===== config.mk =====
export PLATFORM = sky130hd
export DESIGN_NAME = demux4_stream_router
export DESIGN_NICKNAME = d
export VERILOG_FILES = /design/src/rtl/demux4_pkg.sv /design/src/rtl/demux4_out_slot.sv /design/src/rtl/demux4_stream_router.sv
export SDC_FILE = /design/constraint.sdc
export NUM_CORES = 1
export LEC_CHECK = 0
export CAP_MARGIN = 20
export CORE_UTILIZATION = 30
export DETAILED_ROUTE_END_ITERATION = 6
export PLACE_DENSITY_LB_ADDON = 0.3
export SYNTH_ARGS = -nofsm -noshare
export SYNTH_HDL_FRONTEND = slang
export SYNTH_HIERARCHICAL = 1
export SYNTH_SLANG_ARGS = --single-unit

===== constraint.sdc =====
create_clock -name clk -period 2.5 [get_ports clk]
set_input_delay 0.625 -clock clk [delete_from_list [all_inputs] [get_ports clk]]
set_output_delay 0.625 -clock clk [all_outputs]
set_load 0.02 [all_outputs]

===== src/rtl/demux4_pkg.sv =====
// Shared types and constants for the four-way stream router.
// Optional delivery statistics are enabled by defining DEMUX4_STATS_EN.
package demux4_pkg;

  localparam int NCH    = 4;
  localparam int DEST_W = 2;
  localparam int CNT_W  = 8;

  typedef logic [DEST_W-1:0] dest_t;

  typedef enum logic {
    MODE_ADDR = 1'b0,
    MODE_RR   = 1'b1
  } mode_e;

endpackage


===== src/rtl/demux4_out_slot.sv =====
// One-entry holding slot for a single output lane with load/drain/full tracking.
// With DEMUX4_STATS_EN defined it also counts completed output handshakes.
module demux4_out_slot
  import demux4_pkg::*;
#(
  parameter int W = 8
) (
  input  logic         clk,
  input  logic         rst,
  input  logic         i_load,
  input  logic [W-1:0] i_data,
  input  logic         i_ready,
  output logic         o_valid,
  output logic [W-1:0] o_data
`ifdef DEMUX4_STATS_EN
  ,
  output logic [CNT_W-1:0] o_count
`endif
);

  logic         r_valid;
  logic [W-1:0] r_data;
  logic         w_drain;

  assign w_drain = r_valid && i_ready;
  assign o_valid = r_valid;
  assign o_data  = r_data;

  // A load wins over a drain so a slot can hand over and refill in one cycle.
  always_ff @(posedge clk) begin
    if (rst) begin
      r_valid <= 1'b0;
      r_data  <= '0;
    end else begin
      if (i_load) begin
        r_valid <= 1'b1;
        r_data  <= i_data;
      end else if (w_drain) begin
        r_valid <= 1'b0;
      end
    end
  end

`ifdef DEMUX4_STATS_EN
  logic [CNT_W-1:0] r_count;

  assign o_count = r_count;

  always_ff @(posedge clk) begin
    if (rst) begin
      r_count <= '0;
    end else if (w_drain && (r_count != {CNT_W{1'b1}})) begin
      r_count <= r_count + 1'b1;
    end
  end
`endif

endmodule


===== src/rtl/demux4_stream_router.sv =====
// Routes a single valid/ready stream to four lanes, addressed or round-robin.
// Define DEMUX4_STATS_EN to add the per-lane delivery counters on dlv_count.
module demux4_stream_router
  import demux4_pkg::*;
#(
  parameter int W = 8
) (
  input  logic             clk,
  input  logic             rst,
  input  logic             mode,
  input  logic             in_valid,
  output logic             in_ready,
  input  logic [W-1:0]     in_data,
  input  logic [1:0]       in_dest,
  output logic [NCH-1:0]   out_valid,
  input  logic [NCH-1:0]   out_ready,
  output logic [NCH*W-1:0] out_data,
  output logic [1:0]       rr_ptr,
  output logic             busy
`ifdef DEMUX4_STATS_EN
  ,
  output logic [NCH*CNT_W-1:0] dlv_count
`endif
);

  dest_t r_ptr;
  dest_t w_dest;
  logic  w_accept;
  logic  w_rr;

  assign w_rr     = (mode_e'(mode) == MODE_RR);
  assign w_dest   = w_rr ? r_ptr : dest_t'(in_dest);
  // Only the targeted lane gates acceptance; the pointer never skips a full lane.
  assign in_ready = !out_valid[w_dest] || out_ready[w_dest];
  assign w_accept = in_valid && in_ready;
  assign rr_ptr   = r_ptr;
  assign busy     = |out_valid;

  always_ff @(posedge clk) begin
    if (rst) begin
      r_ptr <= '0;
    end else if (w_accept && w_rr) begin
      r_ptr <= r_ptr + 1'b1;
    end
  end

  for (genvar k = 0; k < NCH; k++) begin : g_slot
    demux4_out_slot #(
      .W(W)
    ) u_slot (
      .clk     (clk),
      .rst     (rst),
      .i_load  (w_accept && (w_dest == dest_t'(k))),
      .i_data  (in_data),
      .i_ready (out_ready[k]),
      .o_valid (out_valid[k]),
      .o_data  (out_data[k*W +: W])
`ifdef DEMUX4_STATS_EN
      ,
      .o_count (dlv_count[k*CNT_W +: CNT_W])
`endif
    );
  end

endmodule

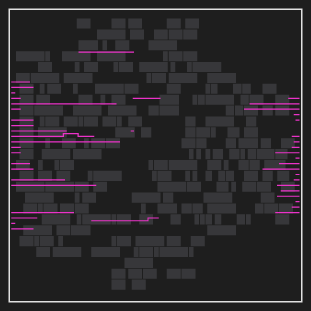
(images/met3.png)
Scale: 4 px per µm. Cells faint in the background.
- nets with wire on the layer: 42
- wire length on this layer: 306 µm
- main direction: horizontal
- share of all routed wire: 8.8%
- longest straight run: 26.9 µm

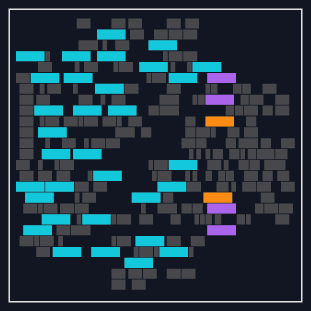
(images/registers.png)
Scale: 4 px per µm.
- rr_ptr: orange (flops 2)
- g_slot.u_slot/o_data: cyan (flops 32)
- g_slot.u_slot/o_valid: purple (flops 4)

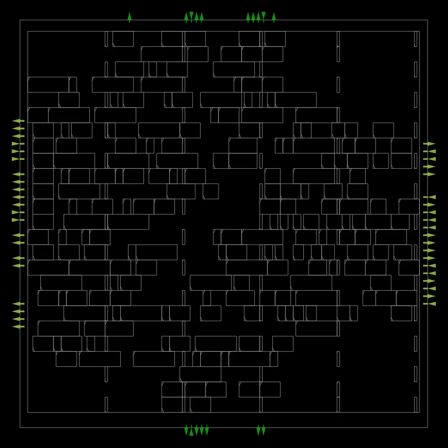
(images/final_placement.png)
placeable core region: 0.00475 mm²
number of tap cells added at floorplan: 67
Cell Count, Final, Fillers Out: 285
register share of the cell area: 0.334

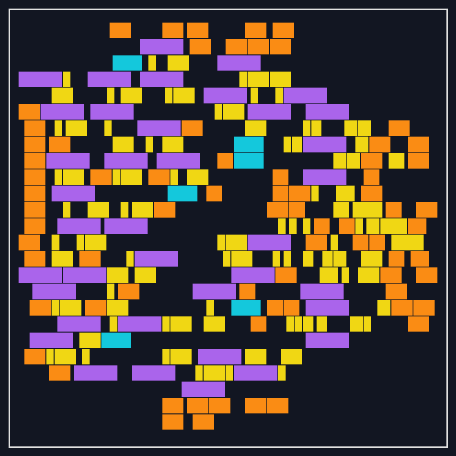
(images/cell_classes.png)
Scale: 6 px per µm.
- flip-flops: purple (cells 38; share of their area 35%)
- clock drivers and dummy loads: cyan (cells 6; share of their area 3.8%)
- other buffers and delay cells: orange (cells 72; share of their area 31%)
- all other logic: yellow (cells 102; share of their area 31%)

==> notes.md <==
After floorplanning, the core was divided into 25 placement rows. In the setup report, the worst path falls into the class primary input to primary output. Number of antenna violations at the first check in global routing: 0.

The setup slack after layout is 0.0482 ns, and the global-route wire length before repair is 5.20 mm. In the synthesized netlist, the cells that appear most often are dfxtp_1 (38), nor2_1 (38), mux2i_1 (35). The warning tally printed by Yosys for this design is 6. Note that the worst hold path type here is flip-flop to flip-flop. The tools report the peak ir drop on the vdd network as 0.000320 V. After the first detailed-routing iteration, the DRC count stood at 21.

The clock H-tree reported by CTS has 2 levels. The tools report the kind of start point of the critical path as a primary input. After routing the design area is 0.00228 mm². The run gives 0 for the DRC violations left. The area growth from synthesis to layout is 51.8%. The floorplan step defined a die boundary enclosing 0.00529 mm². After legalization and detailed placement, the total HPWL measured 2.50 mm. The element type at the critical path end is a primary output. In this run, CTS created clock tree buffers numbering 5. The worst slew slack as a fraction of its limit came out at 0.770.

After global routing the overflow that remains totals 0. The part of the cycle the worst path needs came out at 0.981. The run finished with clean final reports. The root cell of the clock tree is clkbuf_8. The script logs the mean routed wire length per placed instance as 12.2 µm. Number of violations of the max-capacitance limit: 0.

Looking at the worst setup and hold paths, the clock pins of their registers show a slew of 0.07 ns. The tree built by TritonCTS fans out to 38 sinks. The standby leakage power is 0.860 nW. Looking at the max-slew report, the worst-margin pin has a slew of 0.336 ns. The layout report lists the combined flip-flop and latch area as 761 µm².

The number of nets handed over by synthesis was 167. The logs give 277 for the cell count after placement and 0.507 for the share of the yosys chip area belonging to registers. In this run the deepest clock path goes through 2 buffers.

Total I/O pin count: 58. TritonCTS built the clock tree. The final antenna diode tally reported by the flow is 0. Per the layout report, the design carries 474 filler cells. Measured in cells, the most critical reg-to-reg path has a length of 10. Summing over every cut layer, the via total after detailed routing is 1204. With the share of layout cells above drive strength 1 at 0.115, the number of nets in the final layout is 237.

Data on the critical path arrives at its endpoint at 1.83 ns. The count of flip-flops with a built-in enable after synthesis works out to 0. The number of cells in Yosys stat came out at 149. The run gives 0.28 ns for the worst-skew pair later-pin latency. With the count of cells along the worst hold path at 2, the total power density per cell area is 571 mW/mm². The tools report the total of hold buffers inserted after clock tree synthesis as 0. The run gives 1075 as the number of global-route vias before repair.

The cell type that accounts for the most area after synthesis is dfxtp_1. Setup repair after global routing left no endpoint under its margin. With the area fraction of the dominant cell type after synthesis at 0.507, the placer congestion estimate is 0.801. Entering global routing, the biggest net connects 27 pins.

In the final run the clock tree shows a worst skew of 0.00308 ns. The count of final max-slew check failures was 0. The layout report lists the multi-input gate area as 651 µm². Post-synth the commonest register cell is dfxtp_1. At the placement stage, the worst setup path has a slack of -0.556 ns. The count of input and output buffers is 57. The highest attainable clock frequency is 408 MHz.

With the area of placed instances at 0.00218 mm², the total tool warning count is 26. Per the synthesis report, the number of distinct cell types is 19. The run gives 0 for the total setup violations reported at the end of the flow. For the count of final hold-check violations, the log shows 0. The chip area line in the Yosys stat output reads 0.00150 mm².

With the area of the mapped netlist at 0.00150 mm², the count of TritonRoute iterations in the first routing pass is 4. The post-layout minimum cycle time works out to 2.45 ns. The routed design shows a via density per instance of 4.22.

For the overall track demand over capacity in global routing, the log shows 0.132. The async set or reset register ratio after synthesis came out at 0. The run gives 0.316 as the starting density of the core. The required time at the worst endpoint is listed as 1.88 ns. The antenna violation net count after detailed routing was 0; the number of register bits inferred by synthesis was 38.

The post-synthesis cell count was 149. With the core utilization of the finished layout at 0.479, the chip height is 72.7 µm. The final layout contains routed wiring with a total length of 3.47 mm. In the post-synthesis netlist, the biggest area contributors are dfxtp_1 (51%), mux2i_1 (23%), nor2_1 (9.5%). According to the floorplan report, the die width is 72.7 µm. Along the worst path, the maximum fanout reaches 4. The average cell area after synthesis was 10.1 µm².
## repair_timing
action	4_1_cts	5_1_grt
setup buffers	1	1
endpoints found under the setup margin	1	1
pin swaps	1	0
resized	8	1
## report_power, final
| group | total (mW) | internal, mW | switching [mW] |
|---|---|---|---|
| Combinational | 0.247 | 0.129 | 0.118 |
| Sequential | 0.647 | 0.632 | 0.0154 |
| Clock | 0.406 | 0.212 | 0.194 |
## layout make-up
class                      count  area share
timing repair buffer          72       0.298
sequential                    38       0.334
tap                           67      0.0368
multi-input combinational     96       0.286
inverter                       6     0.00988
clock buffer                   6      0.0362
## critical path, stage by stage
cell and delay (ns):
dlygate4sd2_1 0.25, mux2_4 0.33, mux2i_2 0.20, nor2_1 0.09
a21o_1 0.17, buf_4 0.15
## cell usage in the layout (no fill, tap or decap)
master           count
clkdlybuf4s50_1     54
nor2_1              38
dfxtp_1             38
mux2i_1             34
buf_4               16
inv_1                6
nand2b_1             6
clkbuf_8             6
a21oi_1              5
nand2_1              2
dlygate4sd2_1        2
mux2_4               1
nor3b_2              1
a31oi_1              1
mux2i_2              1
a21o_1               1
nand3_1              1
or4_1                1
a31o_1               1
nand4_1              1
or3_1                1
xor2_1               1
## cells by family (layout without fill, tap and decap cells)
group | after synthesis | count (layout) | share of synthesized area
muxes | 36 | 36 | 0.243
AOI/OAI and AO/OA | 8 | 8 | 0.0317
and+or+nand+nor | 51 | 51 | 0.147
xor gates and xnor gates | 1 | 1 | 0.00583
DFF | 38 | 38 | 0.507
buffers and inverters | 15 | 84 | 0.0658
## sequential cells by signal (all words and copies together), names as in the netlist
signal,count
g_slot.u_slot/o_data,32
rr_ptr,2
g_slot.u_slot/o_valid,4
## per-stage QoR
| step | power [mW] | hold WS [ns] | setup TNS, ns |
|---|---|---|---|
| finish | 1.30 | 0.492 | 0 |
| global route | 1.36 | 0.519 | 0 |
| CTS | 1.32 | 0.496 | 0 |
| detailed placement | 0.906 | 0.479 | -3.99 |
| global placement | 0.906 | 0.472 | -3.37 |
| floorplan | 0.789 | 0.562 | 0 |
## layer usage
layer  share of wire  wire length, µm  track usage
met5               0                0            0
met4           0.012               42       0.0523
met2            0.40             1390        0.188
met3           0.088              306       0.0608
met1            0.50             1740        0.174
## final timing paths
check | start | endpoint | slack [ns]
hold reg to reg | g_slot[1].u_slot/o_data[7]$_SDFFE_PP0P_ | g_slot[1].u_slot/o_data[7]$_SDFFE_PP0P_ | 0.49
setup reg to reg | rr_ptr[1]$_SDFFE_PP0P_ | g_slot[3].u_slot/o_data[4]$_SDFFE_PP0P_ | 0.56
hold / removal | g_slot[1].u_slot/o_data[7]$_SDFFE_PP0P_ | g_slot[1].u_slot/o_data[7]$_SDFFE_PP0P_ | 0.49
setup / recovery | mode | in_ready | 0.05
Power and IR drop assume default switching activity.
